==> config.mk <==
export PLATFORM = sky130hd
export DESIGN_NAME = inst_boot_loader
export DESIGN_NICKNAME = d
export VERILOG_FILES = /design/src/rtl/inst_boot_loader_pkg.sv /design/src/rtl/inst_boot_loader_word_packer.sv /design/src/rtl/inst_boot_loader.sv
export SDC_FILE = /design/constraint.sdc
export NUM_CORES = 1
export LEC_CHECK = 0
export CAP_MARGIN = 20
export CELL_PAD_IN_SITES_DETAIL_PLACEMENT = 0
export CELL_PAD_IN_SITES_GLOBAL_PLACEMENT = 2
export CORE_ASPECT_RATIO = 0.8
export CORE_MARGIN = 2
export CORE_UTILIZATION = 35
export DETAILED_ROUTE_END_ITERATION = 12
export GPL_ROUTABILITY_DRIVEN = 0
export HOLD_SLACK_MARGIN = 0.12
export PLACE_DENSITY = 0.77
export SETUP_SLACK_MARGIN = 0.05
export SYNTH_ARGS = -nofsm -noshare
export SYNTH_HDL_FRONTEND = slang
export SYNTH_HIERARCHICAL = 1
export SYNTH_SLANG_ARGS = --single-unit
==> constraint.sdc <==
create_clock -name clk -period 5.29 [get_ports clk]
set_input_delay 0.529 -clock clk [delete_from_list [all_inputs] [get_ports clk]]
set_output_delay 0.529 -clock clk [all_outputs]
set_load 0.02 [all_outputs]
**Clock wiring as the flow saved it**

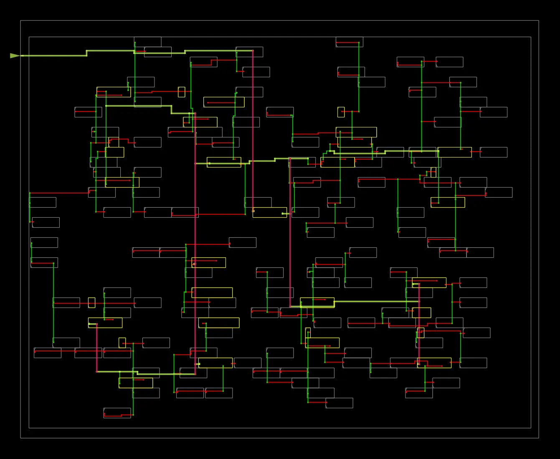
CTS Sinks: 118
Inserted Clock Buffers: 17
sequential cell count: 118
Clock group: 1.20 mW

**I/O nets highlighted**

Drawn at 3 px/um.
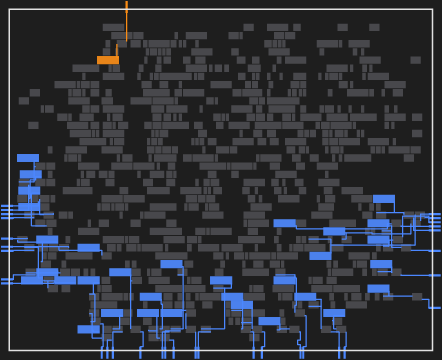
mem_wdata: in blue, bits 32, direction output, edge 15 south, 9 west, 8 east, end cells 32, buffers 32, wire 811 um. cpu_rst: in orange, bits 1, direction output, edge north, end cells 1, buffers 1, wire 15.0 um.
num ports: 58
IO Port Bufs: 57

**Signal wires by layer**

Drawn at 3 px/um.
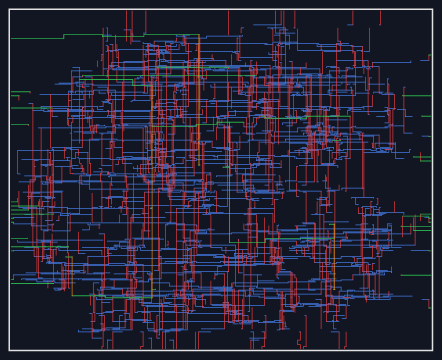
M3: in green, wire length 474 um. M2: in red, wire length 4950 um. M1: in blue, wire length 6100 um. M4: in orange, wire length 189 um.
Post-Route WL: 11710 um
GR Util All Layers: 15.69%

==> metrics.yaml <==
cpMostUsedCell: "nor2_1"
die_w_um: 140.6
die_y_um: 113.3
hold_path_depth: 2
finalSetupTns_ns: 0
required_ns: 5.58
first_pass_iters: 4
yosysCellCount: 555
yosysMostFrequentCell: "dfxtp_1"
busiest_layer: "met2"
met1_length_um: 6098
ctsHoldBuffers: 0
floorplan.nets: 569
power_frac_seq_pct: 41.3
final_core_util_pct: 44.55
antenna_cells: 0
logic_area_sq_um: 2581
ys_sh_aoi_pct: 15.31
final_cell_mix: "dfxtp_1 (118), nor2_1 (87), clkdlybuf4s50_1 (56)"
hpwl_um: 7416
chipArea_sq_um: 15920
swShare_pct: 21.02
dpl.cell_count: 757
clock_area_share_pct: 9.528
synth_area_sq_um: 5223
largest_reg_flops: 32
buf_share_pct: 9.839
dominant_cells: "combinational gates"
synth-xor-area-share_pct: 8.385
register_area_sq_um: 2362
cap_violations: 0
comb_power_uw: 91.9
internal-power_mw: 1.738
post_cts_buffers: 0
n_all_buffers: 63
dpl_cell_area_sq_um: 5794
drc: 0
area_delta_synth_final_pct: 23.22
top_layer_used: "met4"
cpLargestDelayFamily: "simple AND/OR/NAND/NOR gates"
min_period_ns: 2.845
synth_cell_types: 43
ys_top_cells_by_area: "dfxtp_1 (45%), mux2i_1 (6.7%), nor2_1 (6.3%)"
place_ws_ns: 2.016
nets: 607
dr_wl_met2_um: 4949
report.final.slew_viol_count: 0
detailroute.via_count: 3821
wl_met3_um: 474
cp-end-kind: "register"
slew_headroom_pct: 37.61
drive_gt1_share_pct: 10.25
antenna_found_initial: 0
synthTopCellsByCount: "dfxtp_1 (118), nor2_1 (87), nand2_1 (40)"
ys_area_sq_um: 5223
powerSeq_uw: 908
ys_sh_adder_pct: 0.7187
startpoint_type: "primary input"
clock_buffers: 21
drt_iter0_markers: 237
yosys.area_share.simple_pct: 18.14
clock.fmax_mhz: 351.4
reg2reg_depth: 8
p_comb_share_pct: 4.2
use_met3_pct: 5.121
inverters: 4
ys_seq_share_pct: 45.23
rsz0062_at_grt: "false"
path_depth: 9
top_logic_kind: "simple AND/OR/NAND/NOR gates"
core_sq_um: 14440
logic_gates: 389
irDropWorstVdd_uv: 239.5
top_cell_area_share_pct: 45.23
setup_viol: 0
yosysWarningCount: 6
hold_path.class: "register to register"
run_status: "finished, final reports clean"
clk_pin_slew_worst_paths_ns: 0.05
syn_inst: 555
clock_power_share_pct: 54.5
critPathMaxFanout: 15
tightest_slew_ns: 0.9324
ys_ff: 118
p_per_area_nw_per_um2: 342.0
Power figures rest on the tool's default switching activity, not on a simulated workload.
